[src/rtl/player_draw_pkg.sv]
// Shared constants for the player sprite renderer: screen geometry, lane
// positions, the 3-bit VGA palette and the draw FSM state encoding.
package player_draw_pkg;

    localparam int SCREEN_W = 160;
    localparam int SCREEN_H = 120;

    localparam logic [7:0] LANE_X0  = 8'd14;
    localparam logic [7:0] LANE_X1  = 8'd54;
    localparam logic [7:0] LANE_X2  = 8'd94;
    localparam logic [7:0] LANE_X3  = 8'd134;
    localparam logic [6:0] PLAYER_Y = 7'd99;

    localparam logic [2:0] BLACK   = 3'b000;
    localparam logic [2:0] BLUE    = 3'b001;
    localparam logic [2:0] GREEN   = 3'b010;
    localparam logic [2:0] CYAN    = 3'b011;
    localparam logic [2:0] RED     = 3'b100;
    localparam logic [2:0] MAGENTA = 3'b101;
    localparam logic [2:0] YELLOW  = 3'b110;
    localparam logic [2:0] WHITE   = 3'b111;

    // Counter widths cover the largest allowed sprite (40 x 20).
    localparam int CX_W = 6;
    localparam int CY_W = 5;

    typedef enum logic [1:0] {
        S_IDLE  = 2'd0,
        S_ERASE = 2'd1,
        S_DRAW  = 2'd2,
        S_DONE  = 2'd3
    } state_t;

endpackage

[src/rtl/player_draw_if.sv]
// Pixel write bus towards the 160x120 VGA adapter.
// plot is a one-cycle write strobe qualifying vga_x/vga_y/vga_colour; there is
// no ready and no back-pressure: every cycle with plot high writes one pixel.
interface player_draw_if;

    logic [7:0] vga_x;
    logic [6:0] vga_y;
    logic [2:0] vga_colour;
    logic       plot;

    modport master (output vga_x, output vga_y, output vga_colour, output plot);
    modport slave  (input  vga_x, input  vga_y, input  vga_colour, input  plot);

endinterface

[src/rtl/player_draw_rect_scanner.sv]
// Row-major column/row counter pair walking a SPRITE_W x SPRITE_H rectangle.
// cx/cy present the pixel that will be current next cycle so the caller can register its address.
module player_draw_rect_scanner
    import player_draw_pkg::*;
#(
    parameter int SPRITE_W = 12,
    parameter int SPRITE_H = 12
) (
    input  logic            clock,
    input  logic            reset,
    input  logic            start,
    input  logic            advance,
    output logic [CX_W-1:0] cx,
    output logic [CY_W-1:0] cy,
    output logic            last
);

    logic [CX_W-1:0] cx_q;
    logic [CY_W-1:0] cy_q;
    logic            col_last;

    assign col_last = (cx_q == CX_W'(SPRITE_W - 1));
    assign last     = col_last && (cy_q == CY_W'(SPRITE_H - 1));

    always_comb begin
        cx = cx_q;
        cy = cy_q;
        if (start) begin
            cx = '0;
            cy = '0;
        end else if (advance) begin
            if (col_last) begin
                cx = '0;
                cy = (cy_q == CY_W'(SPRITE_H - 1)) ? '0 : cy_q + 1'b1;
            end else begin
                cx = cx_q + 1'b1;
            end
        end
    end

    always_ff @(posedge clock or posedge reset) begin
        if (reset) begin
            cx_q <= '0;
            cy_q <= '0;
        end else begin
            cx_q <= cx;
            cy_q <= cy;
        end
    end

endmodule

[src/rtl/player_draw.sv]
// Erases the player sprite at its old position and redraws it at the new one,
// one registered pixel per clock, whenever the input position moves.
module player_draw
    import player_draw_pkg::*;
#(
    parameter int         SPRITE_W      = 12,
    parameter int         SPRITE_H      = 12,
    parameter logic [2:0] PLAYER_COLOUR = GREEN,
    parameter logic [2:0] BG_COLOUR     = BLACK
) (
    input  logic                 clock,
    input  logic                 reset,
    input  logic [7:0]           x_in,
    input  logic [6:0]           y_in,
    input  logic                 enable,
    output logic                 busy,
    output logic                 done,
    player_draw_if.master        vga,
    output state_t               dbg_state
);

    state_t          state, nxt_state;
    logic            drawn_valid;
    logic [7:0]      drawn_x, tgt_x, tgt_x_nxt, base_x;
    logic [6:0]      drawn_y, tgt_y, tgt_y_nxt, base_y;
    logic            start_op, scan_start, scan_adv, last;
    logic [CX_W-1:0] cx;
    logic [CY_W-1:0] cy;
    logic [8:0]      sum_x;
    logic [7:0]      sum_y;
    logic            scanning, in_range;

    player_draw_rect_scanner #(.SPRITE_W(SPRITE_W), .SPRITE_H(SPRITE_H)) u_scan (
        .clock   (clock),
        .reset   (reset),
        .start   (scan_start),
        .advance (scan_adv),
        .cx      (cx),
        .cy      (cy),
        .last    (last)
    );

    always_comb begin
        nxt_state  = state;
        start_op   = 1'b0;
        scan_start = 1'b0;
        scan_adv   = 1'b0;
        case (state)
            S_IDLE: begin
                if (enable && (!drawn_valid || x_in != drawn_x || y_in != drawn_y)) begin
                    start_op   = 1'b1;
                    scan_start = 1'b1;
                    nxt_state  = drawn_valid ? S_ERASE : S_DRAW;
                end
            end
            S_ERASE: begin
                scan_adv   = 1'b1;
                if (last) begin
                    scan_start = 1'b1;
                    nxt_state  = S_DRAW;
                end
            end
            S_DRAW: begin
                scan_adv = 1'b1;
                if (last) nxt_state = S_DONE;
            end
            S_DONE:  nxt_state = S_IDLE;
            default: nxt_state = S_IDLE;
        endcase
    end

    // Outputs are registered from next-cycle values so plot rises the cycle after the start decision.
    always_comb begin
        tgt_x_nxt = start_op ? x_in : tgt_x;
        tgt_y_nxt = start_op ? y_in : tgt_y;
        base_x    = (nxt_state == S_ERASE) ? drawn_x : tgt_x_nxt;
        base_y    = (nxt_state == S_ERASE) ? drawn_y : tgt_y_nxt;
        sum_x     = {1'b0, base_x} + 9'(cx);
        sum_y     = {1'b0, base_y} + 8'(cy);
        scanning  = (nxt_state == S_ERASE) || (nxt_state == S_DRAW);
        in_range  = (sum_x < 9'(SCREEN_W)) && (sum_y < 8'(SCREEN_H));
    end

    always_ff @(posedge clock or posedge reset) begin
        if (reset) begin
            state          <= S_IDLE;
            drawn_valid    <= 1'b0;
            drawn_x        <= '0;
            drawn_y        <= '0;
            tgt_x          <= '0;
            tgt_y          <= '0;
            vga.vga_x      <= '0;
            vga.vga_y      <= '0;
            vga.vga_colour <= BG_COLOUR;
            vga.plot       <= 1'b0;
            busy           <= 1'b0;
            done           <= 1'b0;
        end else begin
            state <= nxt_state;
            tgt_x <= tgt_x_nxt;
            tgt_y <= tgt_y_nxt;
            if (state == S_DRAW && last) begin
                drawn_x     <= tgt_x;
                drawn_y     <= tgt_y;
                drawn_valid <= 1'b1;
            end
            if (scanning) begin
                vga.vga_x      <= sum_x[7:0];
                vga.vga_y      <= sum_y[6:0];
                vga.vga_colour <= (nxt_state == S_DRAW) ? PLAYER_COLOUR : BG_COLOUR;
            end
            vga.plot <= scanning && in_range;
            busy     <= (nxt_state != S_IDLE);
            done     <= (nxt_state == S_DONE);
        end
    end

    assign dbg_state = state;

endmodule
[src/flat_wrapper.sv]
// flat-port wrapper written by rule: the top's interface ports become plain ports
module player_draw_flat import player_draw_pkg::*;
#(
    parameter int         SPRITE_W      = 12,
    parameter int         SPRITE_H      = 12,
    parameter logic [2:0] PLAYER_COLOUR = GREEN,
    parameter logic [2:0] BG_COLOUR     = BLACK
)
  (clock, reset, x_in, y_in, enable, busy, done, dbg_state, vga_vga_x, vga_vga_y, vga_vga_colour, vga_plot);
  player_draw_if vga_i ();
  input  logic clock;
  input  logic reset;
  input  logic [7:0] x_in;
  input  logic [6:0] y_in;
  input  logic enable;
  output logic busy;
  output logic done;
  output state_t dbg_state;
  output wire logic [$bits(vga_i.vga_x)-1:0] vga_vga_x;
  output wire logic [$bits(vga_i.vga_y)-1:0] vga_vga_y;
  output wire logic [$bits(vga_i.vga_colour)-1:0] vga_vga_colour;
  output wire logic [$bits(vga_i.plot)-1:0] vga_plot;
  assign vga_vga_x = vga_i.vga_x;
  assign vga_vga_y = vga_i.vga_y;
  assign vga_vga_colour = vga_i.vga_colour;
  assign vga_plot = vga_i.plot;
  player_draw #(.SPRITE_W(SPRITE_W), .SPRITE_H(SPRITE_H), .PLAYER_COLOUR(PLAYER_COLOUR), .BG_COLOUR(BG_COLOUR)) u_core (.clock(clock), .reset(reset), .x_in(x_in), .y_in(y_in), .enable(enable), .busy(busy), .done(done), .vga(vga_i), .dbg_state(dbg_state));
endmodule
[config.mk]
export PLATFORM = sky130hd
export DESIGN_NAME = player_draw_flat
export DESIGN_NICKNAME = d
export VERILOG_FILES = /design/src/rtl/player_draw_pkg.sv /design/src/rtl/player_draw_if.sv /design/src/rtl/player_draw_rect_scanner.sv /design/src/rtl/player_draw.sv /design/src/flat_wrapper.sv
export SDC_FILE = /design/constraint.sdc
export NUM_CORES = 1
export LEC_CHECK = 0
export CAP_MARGIN = 10
export CORE_AREA = 3 3 99 101
export DETAILED_ROUTE_END_ITERATION = 8
export DIE_AREA = 0 0 102 104
export PLACE_DENSITY = 0.62
export REMOVE_ABC_BUFFERS = 1
export SYNTH_ARGS = -nofsm -noshare
export SYNTH_HDL_FRONTEND = slang
export SYNTH_HIERARCHICAL = 1
export SYNTH_SLANG_ARGS = --single-unit
[constraint.sdc]
create_clock -name clock -period 7.37 [get_ports clock]
set_clock_uncertainty 0.05 [all_clocks]
set_input_delay 1.1055 -clock clock [delete_from_list [all_inputs] [get_ports clock]]
set_output_delay 1.1055 -clock clock [all_outputs]
set_load 0.1 [all_outputs]
==> impl_metrics.env <==
# physical design summary
export IMPL_reg2reg_slack_ns=1.93
export IMPL_gp_congestion=0.822
export IMPL_grt_antenna_before_repair=0
export IMPL_grt_max_degree=53
export IMPL_drt_iter0_markers=94
export IMPL_comb_share=0.454
export IMPL_critical_path_cell_chain="clkdlybuf4s50_1, xnor2_1, nand4_1, or4_1, a21oi_1, a31oi_1, a22o_1, ha_1, inv_1, mux2_2, ha_1, fa_1, a21o_1, a21oi_1, xnor2_1, nand2_1, maj3_1, o221a_2"
export IMPL_ys_types=57
export IMPL_wl_met3_um=324
export IMPL_whs_endpoint="u_core/vga.vga_colour[1]$_DFFE_PP0P_"
export IMPL_synth_seq_share=0.430
export IMPL_outcome="completed"
export IMPL_buf_share=0.0911
export IMPL_rr_endpoint="u_core/vga.plot$_DFF_PP0_"
export IMPL_yosys_area_top_type="dfrtp_1"
export IMPL_synthTopLogicFamily="multiplexers"
export IMPL_r2r_start="u_core/u_scan/cx_q[1]$_DFF_PP0_"
export IMPL_cts_root_buf="clkbuf_8"
export IMPL_worstPathRequired_ns=7.55
export IMPL_clockBufferDepth=2
export IMPL_crit_fanout=14
export IMPL_ys_chip_area_um2=3660
export IMPL_hold_viol_final=0
export IMPL_p_comb_mw=0.0297
export IMPL_initCoreUtil=0.402
export IMPL_inverters=16
export IMPL_seq_power_share=0.511
export IMPL_power_density_nw_per_um2=156
export IMPL_cp_top_family="adder cells"
export IMPL_mux_share=0.154
export IMPL_fmax_mhz=162
export IMPL_powerSeq_mw=0.346
export IMPL_seq_cells=63
export IMPL_cts_setup_buffers=0
export IMPL_path_buffers=2
export IMPL_grt_setup_unrepaired="no"
export IMPL_taps=111
export IMPL_hp_class="register to register"
export IMPL_synth_avg_cell_area_um2=11.1
export IMPL_setup_worst_path_end_class="register"
export IMPL_intPower_mw=0.522
export IMPL_largest_class="logic gates"
export IMPL_nets=412
export IMPL_worstSetupStartpointType="input port"
export IMPL_combPwrFrac=0.044
export IMPL_dr_wl_met2_um=3670
export IMPL_place_inst=470
export IMPL_tool_warnings=32
export IMPL_rows=35
export IMPL_fp_dieW_um=102
export IMPL_buffers=40
export IMPL_finalSetupTns_ns=0
export IMPL_first_pass_iters=4
export IMPL_p_clk_frac=0.445
export IMPL_edf_count=0
export IMPL_final_common_cell="dfrtp_1"
export IMPL_sh_seq_area=0.363
export IMPL_setup_viol=0
export IMPL_max_vdd_ir_drop_v=0.0000637
export IMPL_num_fill_cells=858
export IMPL_tightest_slew_ns=0.977
export IMPL_post_route_util=0.476
export IMPL_yosys_area_share_aoi=0.0997
export IMPL_path_class="input port to register"
export IMPL_first_global_vias=2650
export IMPL_final_area_um2=4340
export IMPL_ys_top_cells_by_count="dfrtp_1, mux2_2, xnor2_1, ha_1, nand2_1"
export IMPL_yosysMostFrequentCell="dfrtp_1"
export IMPL_fin_crit_sh=0.837
export IMPL_clk_power_mw=0.301
export IMPL_ys_seq_elements=63
export IMPL_maxSlewHeadroom=0.347
export IMPL_top_power_group="sequential cells"
export IMPL_final_cells=486
export IMPL_hold_slack_ns=0.457
export IMPL_hpwl_um=5800
export IMPL_ys_warn_count=6
export IMPL_yosysCellCount=329
export IMPL_drc=0
export IMPL_comb_multi_input_count=240
export IMPL_wl_per_cell_um=16.3
export IMPL_cts_tree="yes"
export IMPL_synth_top_area_share=0.430
export IMPL_area_growth_pct=18.4
export IMPL_portBuffers=38
export IMPL_fp_coreArea_um2=9110
export IMPL_min_from="u_core/vga.vga_colour[1]$_DFFE_PP0P_"
export IMPL_busiest_layer="met2"
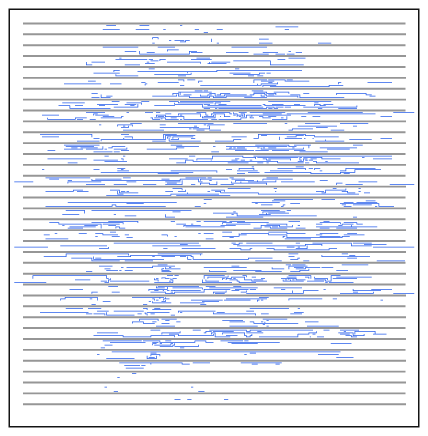
**Above:** M1 wires.
Drawn at 4 px/µm. Supply wires on this layer in grey.
share of all routed wire	48%
longest straight run	57.0 µm
wire length on this layer	3770 µm
main direction	horizontal
nets with wire on the layer	361
met1 usage: 0.209
via count: 2588
Final Routed Wirelength: 7900 µm

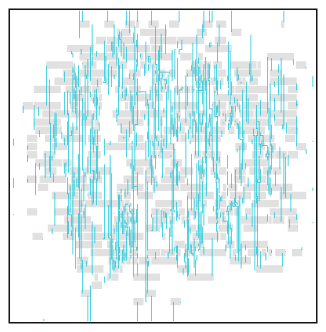
**Above:** metal 2.
Drawn at 3 px/µm. Cells faint in the background.
nets with wire on the layer	370
share of all routed wire	46%
main direction	vertical
wire length on this layer	3670 µm
M2 GR Usage: 0.248

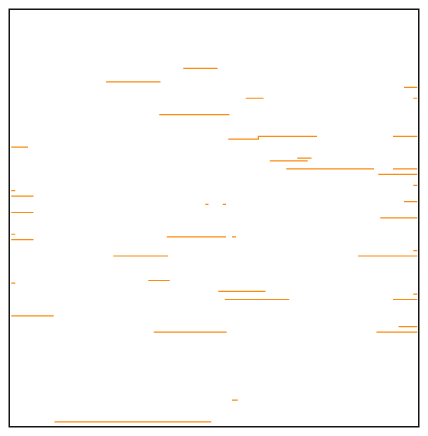
**Above:** met3 routing.
Drawn at 4 px/µm.
wire length on this layer	324 µm
nets with wire on the layer	33
routing usage on met3: 0.0483

